==> config.mk <==
export PLATFORM = sky130hd
export DESIGN_NAME = sipo8_capture_flat
export DESIGN_NICKNAME = d
export VERILOG_FILES = /design/src/rtl/sipo8_if.sv /design/src/rtl/sipo8_capture.sv /design/src/flat_wrapper.sv
export SDC_FILE = /design/constraint.sdc
export NUM_CORES = 1
export LEC_CHECK = 0
export ABC_CLOCK_PERIOD_IN_PS = 2600
export CORE_AREA = 2 2 59 61
export CTS_CLUSTER_DIAMETER = 60
export DETAILED_ROUTE_END_ITERATION = 6
export DIE_AREA = 0 0 61 63
export PLACE_DENSITY = 0.46
export SYNTH_ARGS = -nofsm -noshare
export SYNTH_HDL_FRONTEND = slang
export SYNTH_SLANG_ARGS = --single-unit
==> constraint.sdc <==
create_clock -name CK -period 2.6 [get_ports CK]
set_input_delay 0.26 -clock CK [delete_from_list [all_inputs] [get_ports CK]]
set_output_delay 0.26 -clock CK [all_outputs]
set_load 0.1 [all_outputs]
==> src/rtl/sipo8_if.sv <==
// Handshake/bus bundle for sipo8_capture: serial input controls plus parallel holding outputs.
// Z0 exists only when SIPO8_ALLONES_EN is defined.
interface sipo8_if;
    logic SI;
    logic SE;
    logic SL;
    logic ACK;
    logic Q0, Q1, Q2, Q3, Q4, Q5, Q6, Q7;
    logic VLD;
    logic OVR;
    logic BUSY;
`ifdef SIPO8_ALLONES_EN
    logic Z0;
`endif

    modport master (
        output SI, SE, SL, ACK,
        input  Q0, Q1, Q2, Q3, Q4, Q5, Q6, Q7, VLD, OVR, BUSY
`ifdef SIPO8_ALLONES_EN
        , input Z0
`endif
    );

    modport slave (
        input  SI, SE, SL, ACK,
        output Q0, Q1, Q2, Q3, Q4, Q5, Q6, Q7, VLD, OVR, BUSY
`ifdef SIPO8_ALLONES_EN
        , output Z0
`endif
    );
endinterface

==> src/rtl/sipo8_capture.sv <==
// 8-bit serial-in/parallel-out capture with valid/ack holding register and sticky overrun.
// Optional macro SIPO8_ALLONES_EN adds Z0, a registered AND of the holding bits.
module sipo8_capture #(
    parameter bit         MSB_FIRST = 1'b0,
    parameter logic [7:0] INIT_VAL  = 8'h00
) (
    input logic     CK,
    input logic     CDN,
    sipo8_if.slave  bus
);

    logic [7:0] shreg;
    logic [7:0] hold;
    logic [7:0] assembled;
    logic [2:0] cnt;
    logic       vld;
    logic       ovr;
    logic       busy;
    logic       completing;
`ifdef SIPO8_ALLONES_EN
    logic       z0;
`endif

    // Byte as it will look after this edge's shift, including the current SI.
    assign assembled  = MSB_FIRST ? {shreg[6:0], bus.SI} : {bus.SI, shreg[7:1]};
    assign completing = bus.SE && !bus.SL && (cnt == 3'd7);

    // NOTE: every register here, state and outputs alike, is assigned with <= so
    // all updates see pre-edge values; the async reset clears each of them.
    always_ff @(posedge CK or negedge CDN) begin
        if (!CDN) begin
            shreg <= INIT_VAL;
            hold  <= INIT_VAL;
            cnt   <= 3'd0;
            vld   <= 1'b0;
            ovr   <= 1'b0;
            busy  <= 1'b0;
`ifdef SIPO8_ALLONES_EN
            z0    <= &INIT_VAL;
`endif
        end else begin
            if (bus.SL) begin
                cnt   <= 3'd0;
                shreg <= INIT_VAL;
                busy  <= 1'b0;
            end else if (bus.SE) begin
                shreg <= assembled;
                cnt   <= cnt + 3'd1;
                busy  <= (cnt != 3'd7);
            end

            // A completing edge with an ACK frees the holding register and refills it.
            if (completing && (!vld || bus.ACK)) begin
                hold <= assembled;
                vld  <= 1'b1;
`ifdef SIPO8_ALLONES_EN
                z0   <= &assembled;
`endif
            end else if (completing) begin
                ovr <= 1'b1;
            end else if (bus.ACK) begin
                vld <= 1'b0;
            end
        end
    end

    assign bus.Q0   = hold[0];
    assign bus.Q1   = hold[1];
    assign bus.Q2   = hold[2];
    assign bus.Q3   = hold[3];
    assign bus.Q4   = hold[4];
    assign bus.Q5   = hold[5];
    assign bus.Q6   = hold[6];
    assign bus.Q7   = hold[7];
    assign bus.VLD  = vld;
    assign bus.OVR  = ovr;
    assign bus.BUSY = busy;
`ifdef SIPO8_ALLONES_EN
    assign bus.Z0   = z0;
`endif

endmodule

==> src/flat_wrapper.sv <==
// flat-port wrapper written by rule: the top's interface ports become plain ports
module sipo8_capture_flat 
#(
    parameter bit         MSB_FIRST = 1'b0,
    parameter logic [7:0] INIT_VAL  = 8'h00
)
  (CK, CDN, bus_SI, bus_SE, bus_SL, bus_ACK, bus_Q0, bus_Q1, bus_Q2, bus_Q3, bus_Q4, bus_Q5, bus_Q6, bus_Q7, bus_VLD, bus_OVR, bus_BUSY);
  sipo8_if bus_i ();
  input logic CK;
  input logic CDN;
  input wire logic [$bits(bus_i.SI)-1:0] bus_SI;
  input wire logic [$bits(bus_i.SE)-1:0] bus_SE;
  input wire logic [$bits(bus_i.SL)-1:0] bus_SL;
  input wire logic [$bits(bus_i.ACK)-1:0] bus_ACK;
  output wire logic [$bits(bus_i.Q0)-1:0] bus_Q0;
  output wire logic [$bits(bus_i.Q1)-1:0] bus_Q1;
  output wire logic [$bits(bus_i.Q2)-1:0] bus_Q2;
  output wire logic [$bits(bus_i.Q3)-1:0] bus_Q3;
  output wire logic [$bits(bus_i.Q4)-1:0] bus_Q4;
  output wire logic [$bits(bus_i.Q5)-1:0] bus_Q5;
  output wire logic [$bits(bus_i.Q6)-1:0] bus_Q6;
  output wire logic [$bits(bus_i.Q7)-1:0] bus_Q7;
  output wire logic [$bits(bus_i.VLD)-1:0] bus_VLD;
  output wire logic [$bits(bus_i.OVR)-1:0] bus_OVR;
  output wire logic [$bits(bus_i.BUSY)-1:0] bus_BUSY;
  assign bus_i.SI = bus_SI;
  assign bus_i.SE = bus_SE;
  assign bus_i.SL = bus_SL;
  assign bus_i.ACK = bus_ACK;
  assign bus_Q0 = bus_i.Q0;
  assign bus_Q1 = bus_i.Q1;
  assign bus_Q2 = bus_i.Q2;
  assign bus_Q3 = bus_i.Q3;
  assign bus_Q4 = bus_i.Q4;
  assign bus_Q5 = bus_i.Q5;
  assign bus_Q6 = bus_i.Q6;
  assign bus_Q7 = bus_i.Q7;
  assign bus_VLD = bus_i.VLD;
  assign bus_OVR = bus_i.OVR;
  assign bus_BUSY = bus_i.BUSY;
  sipo8_capture #(.MSB_FIRST(MSB_FIRST), .INIT_VAL(INIT_VAL)) u_core (.CK(CK), .CDN(CDN), .bus(bus_i));
endmodule
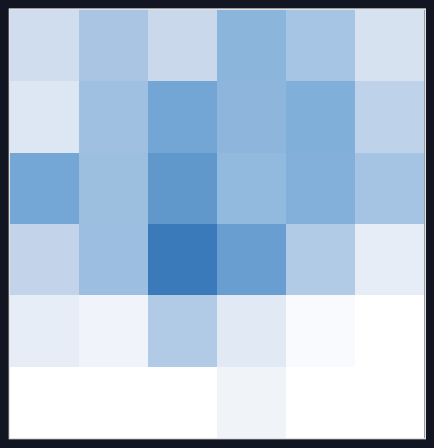
Fig. 1. Cell area per tile.
6 x 6 tiles, from white (low) to dark blue (high), 0 to 100% covered.
mean over tiles	27%
densest ninth of the die	centre
nearly empty tiles	17%

==> run notes <==
Synthesis and place-and-route results.

- The cell count after synthesis is 62.
- Internal power comes to 0.414 mW.
- The critical path's slowest stage uses the library cell sky130_fd_sc_hd__nor2b_2.
- In the global route stage, met1 resource usage came out at 12.9%.
- Sequential cells burn 61.8% of the power.
- The area of placed instances is 1080 sq um.
- CTS reports a maximum clock tree buffer depth of 2.
- The number of maximum-capacitance violations recorded for the run is 0.
- The power report puts the leakage power at ~0.57 nW.
- The smallest clock period supported by the final layout is computed as 1850 ps.
- Per the synth log, the flip-flop and latch total comes to 21.
- The synth_stat.txt file lists the number of cells as 62.
- The final wirelength is 1570 microns.
- The layout report lists the clock-cell share of area as under 10%.
- Along the worst path, the maximum fanout reaches 8.
- Ranked by flip-flop count, first place goes to u_core.hold.
- The fraction of final layout cells sized beyond drive strength 1 is about 33%.
- Looking at the reg2reg group, the worst path starts from u_core.cnt[0].
- The power in sequential cells is 0.337 mW.
- The final report lists a non-filler cell total of 128.
- The flow ran to the end, and the final reports show no timing, DRC or antenna violations.
- The residual overflow from global routing is 0.
- Setup repair after global routing left no endpoint under its margin.
- In this run the power spent charging and discharging nets is 0.131 mW.
- The capturing instance or port of the critical path is u_core.hold[2].
- The number of antenna violations at the first check in global routing came to 0.
- The flip-flop and latch count is 21.
- The registers reported with the highest flop counts are u_core.hold: 8 flops, u_core.shreg: 7 flops, u_core.cnt: 3 flops.
- Per the layout area report, the sequential fraction of cell area is between 40 and 50%.
- Counting stages on the worst path, the most repeated cell is sky130_fd_sc_hd__ha_1.
- The clock latency reported for the late side of the worst-skew pair is 300 ps.
- The sum of net half-perimeters after detailed placement is 1120 microns.
- The number of optimization iterations in the first detailed-route pass is 2.
- The CTS buffer count is 3.
- The worst ir drop on vdd is 0.370 mV.
- The cell family with the largest share of critical-path delay is simple AND/OR/NAND/NOR gates.
- After routing, the total negative slack on setup checks comes to 0 ps.
- Per the post-route antenna check, the number of violating nets is 0.
- The area taken by flip-flops and latches is 526 sq um.
- Once iteration 0 of detailed routing completed, the report listed 13 DRC markers.
- For this run, global-route usage on met3 was measured as 4.35%.
- The power report attributes to the combinational group a share of 9.2%.
- The report lists the cells along the critical path as ha_1 -> ha_1 -> nand3b_1 -> nor2b_2 -> mux2_4.
- For this run, the script counts the antenna cells in the layout as 0.
- Ranked by power, first place goes to registers.
- The data arrival time reported for the critical path is 2050 ps.
- The total area of multi-input combinational cells is ~340 sq um.
- The finished design was reported to have a net count of 91.
- The required time at the worst endpoint is listed as around 2800 ps.
- Sequential elements use 59.2% of the synthesized area.
- The filler cells instantiated in the layout total between 300 and 400.
- Once the clock tree was built, the resizer swapped 0 gates to a different size.
- The combinational power is 0.0502 mW.
- The total of endpoints with negative setup slack in the final report is 0.
- Looking at the global route congestion table, the highest-usage layer is met2.
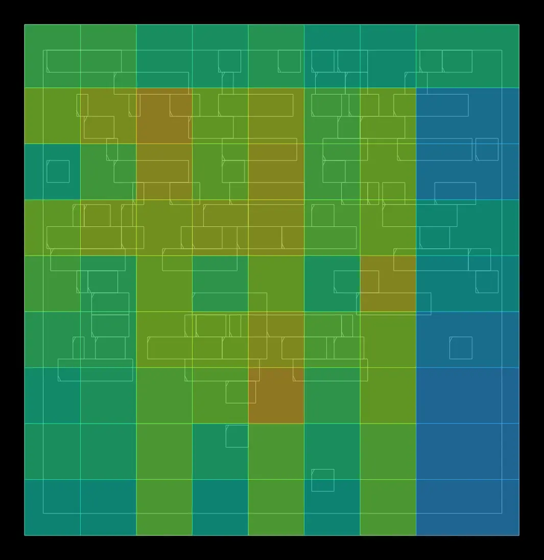
Fig. 2. Congestion heat map.
Avg WL per Cell: 12.2 microns
met2 demand-to-capacity share in global routing: 14.2%

## synth_stat cells, drive strengths merged
master / n
o21bai: 1
xnor2: 1
clkbuf: 1
mux2i: 10
nand2b: 1
ha: 2
mux2: 8
inv: 1
nand3b: 1
nor2: 11
dfrtp: 21
buf: 2
nor2b: 1
nand2: 1
## cell usage in the layout (no fill, tap or decap), drive strengths merged
cell type and count:
dfrtp 21, buf 14, nor2 11, mux2i 10, mux2 8, clkdlybuf4s50 5
clkbuf 4, ha 2, xnor2 1, nand3b 1, nand2b 1, nor2b 1
nand2 1, o21bai 1, inv 1
## cells by family after synthesis
family	count (synthesis)	synth area share, %
AOI/OAI and AO/OA	1	0.845
muxes	18	24.8
adders and majority gates	2	2.82
and+or+nand+nor	15	8.45
buffers and inverters	4	2.96
xor gates and xnor gates	1	0.986
DFF	21	59.2
No activity file was given, so power comes from the tool's default toggle rates.
